Fig. 1: clock nets
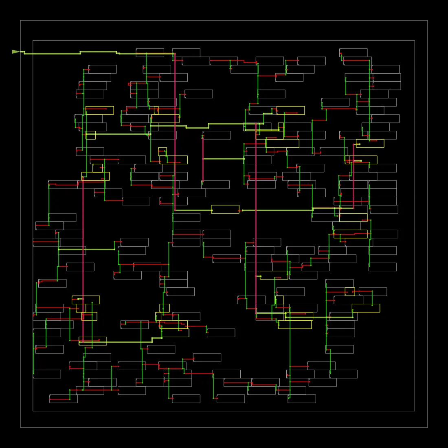
Fig. 2: metal 3
Scale bar: 50 um.
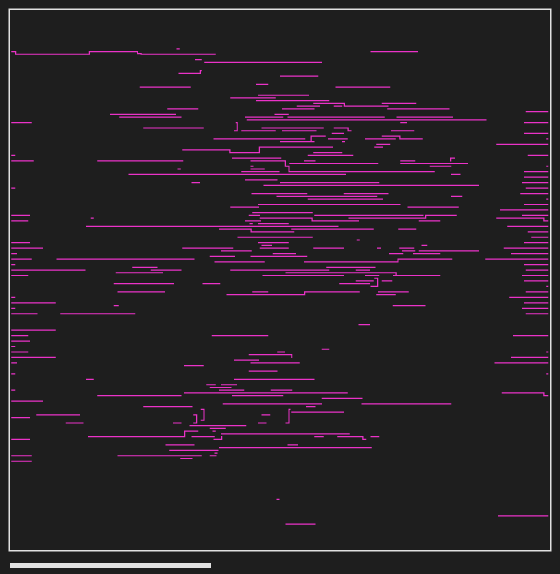
[config.mk]
export PLATFORM = sky130hd
export DESIGN_NAME = load_align_unit_flat
export DESIGN_NICKNAME = d
export VERILOG_FILES = /design/src/rtl/load_align_unit_if.sv /design/src/rtl/load_align_unit.sv /design/src/flat_wrapper.sv
export SDC_FILE = /design/constraint.sdc
export NUM_CORES = 1
export LEC_CHECK = 0
export CAP_MARGIN = 30
export CORE_MARGIN = 4
export CORE_UTILIZATION = 54
export DETAILED_ROUTE_END_ITERATION = 8
export GPL_ROUTABILITY_DRIVEN = 0
export PLACE_DENSITY = 0.81
export SKIP_CTS_REPAIR_TIMING = 1
export SLEW_MARGIN = 20
export SYNTH_ARGS = -nofsm -noshare
export SYNTH_HDL_FRONTEND = slang
export SYNTH_SLANG_ARGS = --single-unit
[constraint.sdc]
create_clock -name i_clk -period 3.4 [get_ports i_clk]
set_input_delay 0.34 -clock i_clk [delete_from_list [all_inputs] [get_ports i_clk]]
set_output_delay 0.34 -clock i_clk [all_outputs]
set_load 0.1 [all_outputs]
[src/rtl/load_align_unit_if.sv]
// Load request/response and data-memory read port bundle for load_align_unit.
// The slave modport is the unit's view; the master modport drives it.
interface load_align_unit_if #(
  parameter int unsigned XLEN   = 32,
  parameter int unsigned ADDR_W = 32
);
  logic              i_reqValid;
  logic              o_reqReady;
  logic [ADDR_W-1:0] i_addr;
  logic [1:0]        i_memSize;
  logic              i_signed;
  logic              o_respValid;
  logic [XLEN-1:0]   o_respData;
  logic              o_respErr;
  logic              o_memReq;
  logic [ADDR_W-1:0] o_memAddr;
  logic              i_memGnt;
  logic              i_memRValid;
  logic [XLEN-1:0]   i_memData;

  modport slave (
    input  i_reqValid, i_addr, i_memSize, i_signed, i_memGnt, i_memRValid, i_memData,
    output o_reqReady, o_respValid, o_respData, o_respErr, o_memReq, o_memAddr
  );

  modport master (
    output i_reqValid, i_addr, i_memSize, i_signed, i_memGnt, i_memRValid, i_memData,
    input  o_reqReady, o_respValid, o_respData, o_respErr, o_memReq, o_memAddr
  );
endinterface

[src/rtl/load_align_unit.sv]
// Load path: aligns and extends load data, splitting word-crossing accesses
// into two bus reads (or faulting them when misaligned support is off).
module load_align_unit #(
  parameter int unsigned XLEN             = 32,
  parameter int unsigned ADDR_W           = 32,
  parameter bit          ALLOW_MISALIGNED = 1'b1
) (
  input logic              i_clk,
  input logic              i_rst_n,
  load_align_unit_if.slave bus
);
  localparam int unsigned BB  = XLEN / 8;
  localparam int unsigned OW  = $clog2(BB);
  localparam int unsigned NBW = 4;
  localparam int unsigned SW  = NBW + 1;

  typedef enum logic [2:0] {IDLE, REQ0, WAIT0, REQ1, WAIT1, RESP} state_t;

  state_t            state, stateD;
  logic [ADDR_W-1:0] addrQ, addrD;
  logic [NBW-1:0]    nbQ, nbD;
  logic [OW-1:0]     offQ, offD;
  logic              signedQ, signedD;
  logic              splitQ, splitD;
  logic [XLEN-1:0]   loQ, loD, hiQ, hiD;

  logic              reqReadyQ, reqReadyD;
  logic              memReqQ, memReqD;
  logic [ADDR_W-1:0] memAddrQ, memAddrD;
  logic              respValidQ, respValidD;
  logic [XLEN-1:0]   respDataQ, respDataD;
  logic              respErrQ, respErrD;

  logic [NBW-1:0]    reqNb;
  logic [OW-1:0]     reqOff;
  logic              reqMis, reqSplit;
  logic [ADDR_W-1:0] srcAddr, alignedAddr;
  logic [XLEN-1:0]   loN, hiN, mLow, fieldMask, extData;
  logic              signBit;

  // Byte count of the incoming request
  always_comb begin
    case (bus.i_memSize)
      2'b00:   reqNb = NBW'(4);
      2'b01:   reqNb = NBW'(2);
      2'b10:   reqNb = NBW'(1);
      default: reqNb = (XLEN == 64) ? NBW'(8) : NBW'(1);
    endcase
  end

  assign reqOff      = bus.i_addr[OW-1:0];
  assign reqMis      = (bus.i_addr[NBW-1:0] & (reqNb - NBW'(1))) != '0;
  assign reqSplit    = (SW'(reqOff) + SW'(reqNb)) > SW'(BB);
  assign srcAddr     = (state == IDLE) ? bus.i_addr : addrQ;
  assign alignedAddr = srcAddr & ~ADDR_W'(BB - 1);

  // Data formation sees the beat arriving this cycle so RESP can register it
  assign loN       = (state == WAIT0 && bus.i_memRValid) ? bus.i_memData : loQ;
  assign hiN       = (state == WAIT1 && bus.i_memRValid) ? bus.i_memData : hiQ;
  assign mLow      = XLEN'({(splitQ ? hiN : {XLEN{1'b0}}), loN} >> {offQ, 3'b000});
  assign fieldMask = ~({XLEN{1'b1}} << {nbQ, 3'b000});
  assign signBit   = |(mLow & fieldMask & ~(fieldMask >> 1));
  assign extData   = (signedQ && signBit) ? (mLow | ~fieldMask) : (mLow & fieldMask);

  always_comb begin
    stateD   = state;
    addrD    = addrQ;
    nbD      = nbQ;
    offD     = offQ;
    signedD  = signedQ;
    splitD   = splitQ;
    loD      = loQ;
    hiD      = hiQ;
    respErrD = 1'b0;

    case (state)
      IDLE: begin
        if (bus.i_reqValid && reqReadyQ) begin
          addrD   = bus.i_addr;
          nbD     = reqNb;
          offD    = reqOff;
          signedD = bus.i_signed;
          splitD  = reqSplit;
          loD     = '0;
          hiD     = '0;
          if (reqMis && !ALLOW_MISALIGNED) begin
            stateD   = RESP;
            respErrD = 1'b1;
          end else begin
            stateD = REQ0;
          end
        end
      end
      REQ0:  if (bus.i_memGnt) stateD = WAIT0;
      WAIT0: begin
        if (bus.i_memRValid) begin
          loD    = bus.i_memData;
          stateD = splitQ ? REQ1 : RESP;
        end
      end
      REQ1:  if (bus.i_memGnt) stateD = WAIT1;
      WAIT1: begin
        if (bus.i_memRValid) begin
          hiD    = bus.i_memData;
          stateD = RESP;
        end
      end
      RESP:    stateD = IDLE;
      default: stateD = IDLE;
    endcase

    // Outputs are registered from the next state
    reqReadyD  = (stateD == IDLE);
    memReqD    = (stateD == REQ0) || (stateD == REQ1);
    memAddrD   = '0;
    if (stateD == REQ0) memAddrD = alignedAddr;
    if (stateD == REQ1) memAddrD = alignedAddr + ADDR_W'(BB);
    respValidD = (stateD == RESP);
    respDataD  = (stateD == RESP && !respErrD) ? extData : '0;
  end

  always_ff @(posedge i_clk or negedge i_rst_n) begin
    if (!i_rst_n) begin
      state      <= IDLE;
      addrQ      <= '0;
      nbQ        <= '0;
      offQ       <= '0;
      signedQ    <= 1'b0;
      splitQ     <= 1'b0;
      loQ        <= '0;
      hiQ        <= '0;
      reqReadyQ  <= 1'b1;
      memReqQ    <= 1'b0;
      memAddrQ   <= '0;
      respValidQ <= 1'b0;
      respDataQ  <= '0;
      respErrQ   <= 1'b0;
    end else begin
      state      <= stateD;
      addrQ      <= addrD;
      nbQ        <= nbD;
      offQ       <= offD;
      signedQ    <= signedD;
      splitQ     <= splitD;
      loQ        <= loD;
      hiQ        <= hiD;
      reqReadyQ  <= reqReadyD;
      memReqQ    <= memReqD;
      memAddrQ   <= memAddrD;
      respValidQ <= respValidD;
      respDataQ  <= respDataD;
      respErrQ   <= respErrD;
    end
  end

  assign bus.o_reqReady  = reqReadyQ;
  assign bus.o_memReq    = memReqQ;
  assign bus.o_memAddr   = memAddrQ;
  assign bus.o_respValid = respValidQ;
  assign bus.o_respData  = respDataQ;
  assign bus.o_respErr   = respErrQ;
endmodule

[src/flat_wrapper.sv]
// flat-port wrapper written by rule: the top's interface ports become plain ports
module load_align_unit_flat 
#(
  parameter int unsigned XLEN             = 32,
  parameter int unsigned ADDR_W           = 32,
  parameter bit          ALLOW_MISALIGNED = 1'b1
)
  (i_clk, i_rst_n, bus_i_reqValid, bus_i_addr, bus_i_memSize, bus_i_signed, bus_i_memGnt, bus_i_memRValid, bus_i_memData, bus_o_reqReady, bus_o_respValid, bus_o_respData, bus_o_respErr, bus_o_memReq, bus_o_memAddr);
  load_align_unit_if #(.XLEN(XLEN), .ADDR_W(ADDR_W)) bus_i ();
  input logic i_clk;
  input logic i_rst_n;
  input wire logic [$bits(bus_i.i_reqValid)-1:0] bus_i_reqValid;
  input wire logic [$bits(bus_i.i_addr)-1:0] bus_i_addr;
  input wire logic [$bits(bus_i.i_memSize)-1:0] bus_i_memSize;
  input wire logic [$bits(bus_i.i_signed)-1:0] bus_i_signed;
  input wire logic [$bits(bus_i.i_memGnt)-1:0] bus_i_memGnt;
  input wire logic [$bits(bus_i.i_memRValid)-1:0] bus_i_memRValid;
  input wire logic [$bits(bus_i.i_memData)-1:0] bus_i_memData;
  output wire logic [$bits(bus_i.o_reqReady)-1:0] bus_o_reqReady;
  output wire logic [$bits(bus_i.o_respValid)-1:0] bus_o_respValid;
  output wire logic [$bits(bus_i.o_respData)-1:0] bus_o_respData;
  output wire logic [$bits(bus_i.o_respErr)-1:0] bus_o_respErr;
  output wire logic [$bits(bus_i.o_memReq)-1:0] bus_o_memReq;
  output wire logic [$bits(bus_i.o_memAddr)-1:0] bus_o_memAddr;
  assign bus_i.i_reqValid = bus_i_reqValid;
  assign bus_i.i_addr = bus_i_addr;
  assign bus_i.i_memSize = bus_i_memSize;
  assign bus_i.i_signed = bus_i_signed;
  assign bus_i.i_memGnt = bus_i_memGnt;
  assign bus_i.i_memRValid = bus_i_memRValid;
  assign bus_i.i_memData = bus_i_memData;
  assign bus_o_reqReady = bus_i.o_reqReady;
  assign bus_o_respValid = bus_i.o_respValid;
  assign bus_o_respData = bus_i.o_respData;
  assign bus_o_respErr = bus_i.o_respErr;
  assign bus_o_memReq = bus_i.o_memReq;
  assign bus_o_memAddr = bus_i.o_memAddr;
  load_align_unit #(.XLEN(XLEN), .ADDR_W(ADDR_W), .ALLOW_MISALIGNED(ALLOW_MISALIGNED)) u_core (.i_clk(i_clk), .i_rst_n(i_rst_n), .bus(bus_i));
endmodule
==> flow_metrics.tcl <==
# yosys + openroad results
set metrics [dict create \
    cp_slowest_cell "dfrtp_1" \
    worst-path-max-fanout 18 \
    io_pins 140 \
    critPathBufInv 1 \
    dp.cells 1110 \
    ys_sh_mux 0.179 \
    grt_pass1_wl_um 38900 \
    num-nonclk-buffers 155 \
    clock_sinks 161 \
    ys_cells 802 \
    cp-endpoint "u_core.bus.o_memAddr[31]" \
    top_usage_layer "met1" \
    wl_met3_um 2550 \
    rsz0062_at_grt "false" \
    inverters 13 \
    peakVddDrop_v 0.000892 \
    power.share.sequential 0.290 \
    routed_wirelength_um 24000 \
    synth_cells 802 \
    yosysSeqAreaShare 0.467 \
    pg_comb_mw 5.97 \
    place_area_mm2 0.0102 \
    crit_top_cell "or4_1" \
    total_power_mw 11.2 \
    initialDrtViolationCount 852 \
    comb_area_frac 0.400 \
    hold_ws_ns 0.00457 \
    syn_area_per_cell_um2 10.8 \
    timing.fmax_mhz 339 \
    worst_pin_slew_ns 0.987 \
    grtUsageMet1 0.401 \
    routed_via_density 6.45 \
    pwr-share-comb 0.534 \
    reg2regPathDepth 6 \
    grt-ovfl-total 0 \
    flop_area_mm2 0.00403 \
    finalHoldViolCount 0 \
    wl_per_cell_um 21.0 \
    startpoint "u_core.state[0]" \
    crit_path_max_incr_delay_ns 0.67 \
    critPathTopFamily "simple AND/OR/NAND/NOR gates" \
    die_width_um 134 \
    grt_max_degree 94 \
    final-nonclk-buf-share 0.141 \
    grt_usage 0.272 \
    maxPowerGroup "combinational cells" \
    yosysTopAreaCell "dfrtp_1" \
    powerSeq_mw 3.24 \
    yosysMostFrequentCell "dfrtp_1" \
    simple_gate_area_frac 0.137 \
    largest_cell_class "logic gates" \
    dp_hpwl_um 16700 \
    clockBufferDepth 2 \
    hp-class "in -> async" \
    post-route-period-util 0.867 \
    path_clk_slew_ns 0.07 \
    synth_warnings 0 \
    ys_sh_adder 0.00667 \
    worstPathArrival_ns 3.26 \
    num-multi-input-gates 570 \
    setup_ws_ns 0.451 \
    ant_nets 0 \
    run_status "completed" \
    chipArea_mm2 0.0181 \
    ys_ff 161 \
    power_switching_mw 5.33 \
]
About Fig. 1:
clk_skew: 0.0138 ns
flop count: 161

About Fig. 2:
longest straight run: 62.6 um
nets with wire on the layer: 192

Power and IR drop assume default switching activity.
